==> src/rtl/cache_cmd_dispatch.sv <==
// cache_cmd_dispatch: FIFO-buffered command dispatcher for N L1 cache channels.
// Optional watchdog built when CACHE_DISPATCH_TIMEOUT_EN is defined.
module cache_cmd_dispatch #(
  parameter int NCH            = 2,
  parameter int ADDR_W         = 60,
  parameter int STAT_W         = 64,
  parameter int FIFO_DEPTH     = 4,
  parameter int TIMEOUT_CYCLES = 1024
) (
  input  logic                  clk,
  input  logic                  rst,
  input  logic                  in_valid,
  output logic                  in_ready,
  input  logic [2:0]            in_cmd,
  input  logic [ADDR_W-1:0]     in_addr,
  input  logic [2:0]            in_ch,
  output logic [NCH-1:0]        cache_write,
  output logic [2:0]            cache_cmd,
  output logic [ADDR_W-1:0]     cache_addr,
  input  logic [NCH-1:0]        cache_processing,
  input  logic [NCH*STAT_W-1:0] st_reads_in,
  input  logic [NCH*STAT_W-1:0] st_writes_in,
  input  logic [NCH*STAT_W-1:0] st_hits_in,
  input  logic [NCH*STAT_W-1:0] st_misses_in,
  input  logic [NCH*STAT_W-1:0] st_total_in,
  output logic [STAT_W-1:0]     st_reads,
  output logic [STAT_W-1:0]     st_writes,
  output logic [STAT_W-1:0]     st_hits,
  output logic [STAT_W-1:0]     st_misses,
  output logic [STAT_W-1:0]     st_total,
  output logic                  busy,
  output logic [31:0]           issued_cnt,
  output logic                  err_bad_ch,
  output logic                  timeout_err
);

  localparam int PW = $clog2(FIFO_DEPTH);
  localparam logic [2:0] CMD_CLEAR = 3'd3;

  typedef enum logic {S_IDLE, S_ACTIVE} state_t;

  state_t r_state, w_state_n;

  logic [2:0]        r_mem_cmd  [FIFO_DEPTH];
  logic [ADDR_W-1:0] r_mem_addr [FIFO_DEPTH];
  logic [2:0]        r_mem_ch   [FIFO_DEPTH];
  logic [PW:0]       r_wp, r_rp;

  logic              w_full, w_empty, w_push, w_pop;
  logic [2:0]        w_head_cmd, w_head_ch;
  logic [ADDR_W-1:0] w_head_addr;
  logic              w_clear, w_bad;
  logic [NCH-1:0]    w_mask;

  logic [NCH-1:0]    r_write, w_write_n, r_mask;
  logic [2:0]        r_cmd;
  logic [ADDR_W-1:0] r_addr;
  logic [31:0]       r_issued;
  logic              r_bad;
  logic              w_load, w_bad_pop, w_done;

  assign w_empty = (r_wp == r_rp);
  assign w_full  = (r_wp[PW] != r_rp[PW]) &&
                   (r_wp[PW-1:0] == r_rp[PW-1:0]);
  assign w_push  = in_valid && !w_full;

  assign w_head_cmd  = r_mem_cmd[r_rp[PW-1:0]];
  assign w_head_addr = r_mem_addr[r_rp[PW-1:0]];
  assign w_head_ch   = r_mem_ch[r_rp[PW-1:0]];
  assign w_clear     = (w_head_cmd == CMD_CLEAR);
  assign w_bad       = !w_clear && (int'(w_head_ch) >= NCH);
  assign w_mask      = w_clear ? '1 : (NCH'(1) << w_head_ch);

  always_ff @(posedge clk) begin
    if (w_push) begin
      r_mem_cmd[r_wp[PW-1:0]]  <= in_cmd;
      r_mem_addr[r_wp[PW-1:0]] <= in_addr;
      r_mem_ch[r_wp[PW-1:0]]   <= in_ch;
    end
  end

`ifdef CACHE_DISPATCH_TIMEOUT_EN
  logic [31:0] r_to_cnt;
  logic        r_to_err;
  logic        w_to;
`endif

  always_ff @(posedge clk) begin
    if (rst) r_state <= S_IDLE;
    else     r_state <= w_state_n;
  end

  always_comb begin
    w_state_n = r_state;
    w_write_n = r_write;
    w_pop     = 1'b0;
    w_load    = 1'b0;
    w_bad_pop = 1'b0;
    w_done    = 1'b0;
`ifdef CACHE_DISPATCH_TIMEOUT_EN
    w_to      = 1'b0;
`endif
    unique case (r_state)
      S_IDLE: begin
        if (!w_empty) begin
          w_pop = 1'b1;
          if (w_bad) begin
            w_bad_pop = 1'b1;
          end else begin
            w_load    = 1'b1;
            w_write_n = w_mask;
            w_state_n = S_ACTIVE;
          end
        end
      end
      S_ACTIVE: begin
        // a strobe drops once its channel reports processing
        w_write_n = r_write & ~cache_processing;
        if (r_write == '0 &&
            (cache_processing & r_mask) == '0) begin
          w_done    = 1'b1;
          w_state_n = S_IDLE;
        end
`ifdef CACHE_DISPATCH_TIMEOUT_EN
        else if (r_to_cnt == 32'(TIMEOUT_CYCLES - 1)) begin
          w_to      = 1'b1;
          w_write_n = '0;
          w_state_n = S_IDLE;
        end
`endif
      end
      default: ;
    endcase
  end

  always_ff @(posedge clk) begin
    if (rst) begin
      r_write  <= '0;
      r_mask   <= '0;
      r_cmd    <= '0;
      r_addr   <= '0;
      r_wp     <= '0;
      r_rp     <= '0;
      r_issued <= '0;
      r_bad    <= 1'b0;
    end else begin
      r_write <= w_write_n;
      if (w_push) r_wp <= r_wp + 1'b1;
      if (w_pop)  r_rp <= r_rp + 1'b1;
      if (w_load) begin
        r_cmd  <= w_head_cmd;
        r_addr <= w_head_addr;
        r_mask <= w_mask;
      end
      if (w_bad_pop) r_bad <= 1'b1;
      if (w_done)    r_issued <= r_issued + 32'd1;
    end
  end

`ifdef CACHE_DISPATCH_TIMEOUT_EN
  always_ff @(posedge clk) begin
    if (rst) begin
      r_to_cnt <= '0;
      r_to_err <= 1'b0;
    end else begin
      if (w_load)                   r_to_cnt <= '0;
      else if (r_state == S_ACTIVE) r_to_cnt <= r_to_cnt + 32'd1;
      if (w_to) r_to_err <= 1'b1;
    end
  end
  assign timeout_err = r_to_err;
`else
  logic [31:0] w_unused_to;
  assign w_unused_to = 32'(TIMEOUT_CYCLES);
  assign timeout_err = 1'b0;
`endif

  logic [STAT_W-1:0] w_s_rd, w_s_wr, w_s_hit, w_s_mis, w_s_tot;
  logic [STAT_W-1:0] r_s_rd, r_s_wr, r_s_hit, r_s_mis, r_s_tot;

  always_comb begin
    w_s_rd  = '0;
    w_s_wr  = '0;
    w_s_hit = '0;
    w_s_mis = '0;
    w_s_tot = '0;
    for (int k = 0; k < NCH; k++) begin
      w_s_rd  = w_s_rd  + st_reads_in[k*STAT_W +: STAT_W];
      w_s_wr  = w_s_wr  + st_writes_in[k*STAT_W +: STAT_W];
      w_s_hit = w_s_hit + st_hits_in[k*STAT_W +: STAT_W];
      w_s_mis = w_s_mis + st_misses_in[k*STAT_W +: STAT_W];
      w_s_tot = w_s_tot + st_total_in[k*STAT_W +: STAT_W];
    end
  end

  always_ff @(posedge clk) begin
    if (rst) begin
      r_s_rd  <= '0;
      r_s_wr  <= '0;
      r_s_hit <= '0;
      r_s_mis <= '0;
      r_s_tot <= '0;
    end else begin
      r_s_rd  <= w_s_rd;
      r_s_wr  <= w_s_wr;
      r_s_hit <= w_s_hit;
      r_s_mis <= w_s_mis;
      r_s_tot <= w_s_tot;
    end
  end

  assign in_ready    = !w_full;
  assign cache_write = r_write;
  assign cache_cmd   = r_cmd;
  assign cache_addr  = r_addr;
  assign busy        = (r_state != S_IDLE) || !w_empty;
  assign issued_cnt  = r_issued;
  assign err_bad_ch  = r_bad;
  assign st_reads    = r_s_rd;
  assign st_writes   = r_s_wr;
  assign st_hits     = r_s_hit;
  assign st_misses   = r_s_mis;
  assign st_total    = r_s_tot;

endmodule

==> config.mk <==
export PLATFORM = sky130hd
export DESIGN_NAME = cache_cmd_dispatch
export DESIGN_NICKNAME = d
export VERILOG_FILES = /design/src/rtl/cache_cmd_dispatch.sv
export SDC_FILE = /design/constraint.sdc
export NUM_CORES = 2
export LEC_CHECK = 0
export CAP_MARGIN = 10
export CORE_AREA = 2 2 436 438
export CTS_CLUSTER_SIZE = 12
export DETAILED_ROUTE_END_ITERATION = 10
export DIE_AREA = 0 0 438 440
export PLACE_DENSITY = 0.47
export SLEW_MARGIN = 20
export SYNTH_ARGS = -nofsm -noshare
export SYNTH_HDL_FRONTEND = slang
export SYNTH_SLANG_ARGS = --single-unit
==> constraint.sdc <==
create_clock -name clk -period 4 [get_ports clk]
set_input_delay 0.6 -clock clk [delete_from_list [all_inputs] [get_ports clk]]
set_output_delay 0.6 -clock clk [all_outputs]
set_load 0.01 [all_outputs]
==> impl_metrics.yaml <==
# flow metrics
logic_synthesis:
  synth-main-ff-cell: "dfxtp_1"
  synthesis.nets: 5300
  syn_area_um2: 40100
  numSynthFlops: 693
  ys_area_um2: 40100
  edf_count: 264
  async_flop_share_pct: 0
  avgSynthCellArea_um2: 9.41
  ys_types: 97
  yosysCellCount: 4263
  ys_warn_count: 0
  synth_seq_share_pct: 41.2
place:
  placed_cells: 8090
  portBuffers: 1130
  dp_worst_setup_slack_ps: -427
  routabilityCongestion: 0.959
  dp_hpwl_um: 166000
  placed_cell_area_um2: 56900
sta:
  layout_min_cycle_time_ps: 3670
  tightestPinTransition_ps: 1190
  final-hold-violation-count: 0
  max_freq_mhz: 273
  max-slew-margin-rel_pct: 20.8
  finalWorstSetupSlack_ps: 332
  rsz0062_at_grt: "no"
  hold_ws_ps: 289
  setup_viol: 0
clock_tree:
  ctsHtreeMaxLevel: 3
  cts_buffers: 89
  postCtsSetupRepairBufs: 0
  cts_root_buf: "clkbuf_16"
  cts_tree: "done"
  clock.latency.late_pin_ps: 760
  ctsResizeCount: 0
  clock_tree.buffer_depth: 3
  cts_hold_buf: 0
  cts.sink_count: 693
route:
  vias: 38754
  wl_met1_um: 82400
  drt-wirelength-per-cell_um: 24.3
  viasPerCell: 4.68
  top_layer: "met5"
  drt_iter0_markers: 2435
  wl_met3_um: 11900
  drc: 0
  ant_nets: 0
  wirelength_um: 201000
grt:
  grt_max_degree: 159
  track_usage_pct: 20.0
  grt_pass1_wl_um: 282000
  antenna_found_initial: 65
  overflow: 0
power:
  ir_drop_mv: 0.399
  power.leakage_nw: 23.8
  cellPowerDensity_nw_per_um2: 442
die:
  die_x_um: 438
  tap_cells: 2511
  die-area_um2: 193000
  die_y_um: 440
  fp_util_pct: 21.3
cells_and_area:
  buf_share_pct: 23.9
  nonClockInverterCount: 94
  final_area_um2: 60000
  nNonClkBuffers: 1516
  layout-drive-gt1-share_pct: 11.4
  nMultiInputCombCells: 3276
  clock_buffers: 111
  logic_area_um2: 22500
  comb_share_pct: 37.5
  largest_cell_class: "logic gates"
  seq_cells: 693
  diodes: 33
  nNetsFinal: 6707
setup_path:
  cp_cell_sequence: "clkdlybuf4s50_1 > ha_1 > fa_1 > a211o_1 > o211ai_1 > buf_4 > a211oi_1 > o22a_1 > a31oi_1 > buf_4 > o31a_1 > o31ai_4 > a31oi_1 > o221a_2 > mux2_1"
  cp_top_family: "AND-OR/OR-AND gates"
  crit_fanout: 3
  slowest_stage: "fa_1"
  cp.required_ps: 4640
  startpoint_type: "input pin"
  arrival_ps: 4300
  critPathMaxStageDelay_ps: 430
  crit_path_end_kind: "register"
job:
  maxCapViolCount: 0
  warning_count: 35
outcome:
  status: "finished clean"
-- state kept, by name, indices dropped and copies added (netlist names), named ones only --
register,flops
st_hits,64
err_bad_ch,1
r_mem_ch,12
st_total,64
st_misses,64
st_reads,64
cache_cmd,3
r_mask,2
cache_addr,60
st_writes,64
cache_write,2
r_rp,3
r_wp,3
r_mem_cmd,12
r_mem_addr,240
r_state,1
issued_cnt,32
-- layer usage --
metal	vias to the layer above	global-route usage (%)
met3	310	4.72
met2	1204	34.7
met4	40	7.69
li1	18415	-
met5	-	0
met1	18785	23.9
-- cells in the mapped netlist, drive strengths merged (16+ instances only) --
master	n	area (um^2)
and2	32	200
inv	94	353
a221oi	16	159
nand2	383	1440
nor2	480	1800
o21ai	189	953
nand2b	24	150
and3	51	319
a31oi	49	328
mux4	64	1440
a21o	201	1510
ha	321	4020
o21a	36	270
nor2b	63	394
o31ai	17	175
xor2	148	1300
nand4	86	538
nand3	78	390
xnor2	142	1240
a21oi	447	2250
o21bai	79	593
buf	16	78.8
nor3	80	400
a211oi	37	288
dfxtp	429	8590
edfxtp	264	7930
clkbuf	184	691
o211ai	20	165
mux2	22	248
a21boi	17	128
-- logic make-up (layout without fill, tap and decap cells) --
group	Yosys count	count (layout)	share of synthesized area [%]
other cells	1	34	0.00934
compound gates	1224	1224	19.9
fa+ha+maj	326	326	10.3
xor+xnor	290	290	6.33
buf+inv	294	1776	2.80
mux	91	91	4.33
simple gates	1344	1344	15.3
flops	693	693	41.2
-- cell usage in the layout (no fill, tap or decap), types with 12 or more instances in the layout --
cell	synthesis	layout
a31oi_1	47	47
ha_1	321	321
nor3_1	80	79
clkdlybuf4s50_1	0	1129
nor2_1	480	480
o21ai_0	172	172
a211oi_1	35	35
mux2_1	12	12
and2_1	32	32
o21ai_1	15	15
buf_4	2	376
clkinv_2	0	14
a211o_1	13	13
clkinv_1	0	12
clkbuf_1	184	17
dfxtp_1	429	427
o21a_1	36	36
nand3_1	78	78
o21bai_1	79	79
o211ai_1	17	17
clkbuf_16	0	89
nand2_1	383	383
a21o_1	201	201
edfxtp_1	264	264
and3_1	51	47
diode_2	0	33
nand4_1	86	86
a21oi_1	443	443
inv_1	94	93
mux4_2	64	64
or3_1	14	14
nand2b_1	24	23
a221oi_1	13	13
nor2b_1	63	63
xnor2_1	142	142
a21boi_0	15	15
xor2_1	148	148
a41oi_1	14	14
-- through the flow --
step | TNS (ps) | utilization, %
after floorplan | 0 | -
after global placement | -11520 | 30.2
after detailed placement | -14210 | 30.2
after CTS | 0 | 31.8
after global routing | 0 | 31.8
final | 0 | 31.8
-- final timing paths --
check	cells past startpoint	slack [ps]	startpoint	end
min reg2reg	2	450	cache_addr[40]$_SDFFE_PP0P_	cache_addr[40]$_SDFFE_PP0P_
max	15	330	st_hits_in[0]	st_hits[62]$_SDFF_PP0_
max reg2reg	8	1290	r_state$_SDFF_PP0_	issued_cnt[22]$_SDFFE_PP0P_
min	2	290	rst	st_misses[48]$_SDFF_PP0_
-- power breakdown --
part	internal (mW)	leakage, nW	switching [mW]	total (mW)
clock	4.89	1.46	3.60	8.49
sequential	8.25	5.98	0.486	8.73
combinational	4.38	16.4	4.89	9.28
total	17.5	23.8	8.98	26.5
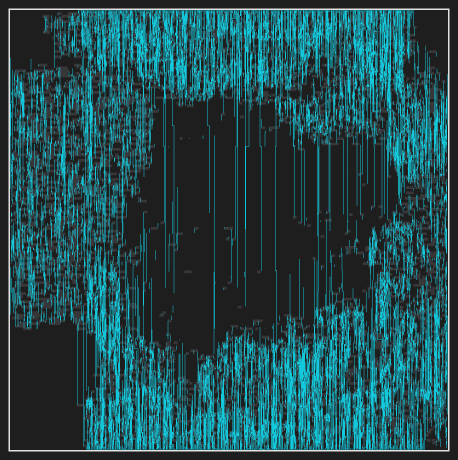
Fig. 1. Signal wires on met2.
Scale: 1 px per um.
longest straight run: 274 um
wire length on this layer: 98.8 mm
nets with wire on the layer: 5843
share of all routed wire: 49%
main direction: vertical

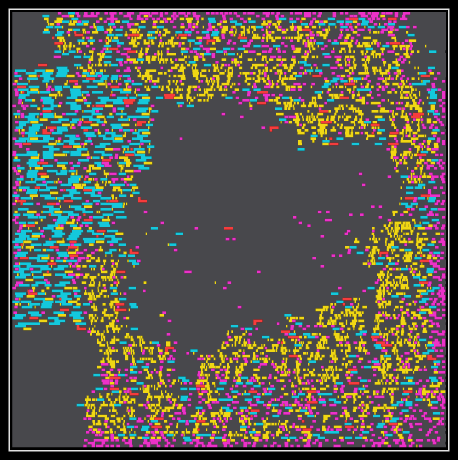
Fig. 2. Placement by cell class.
Scale: 1 px per um. Fill, decap, tap and diode cells in grey.
| colour | class | cells |
|---|---|---|
| yellow | remaining logic cells | 3370 |
| cyan | registers | 693 |
| magenta | remaining buffers and delay cells | 1516 |
| red | clock drivers and dummy loads | 166 |
FP Rows: 160
Core Region: 189000 um^2
sequential cell area share: 27.5%
Finished Core Util: 31.8%

Power is estimated from default activity; no workload was simulated.
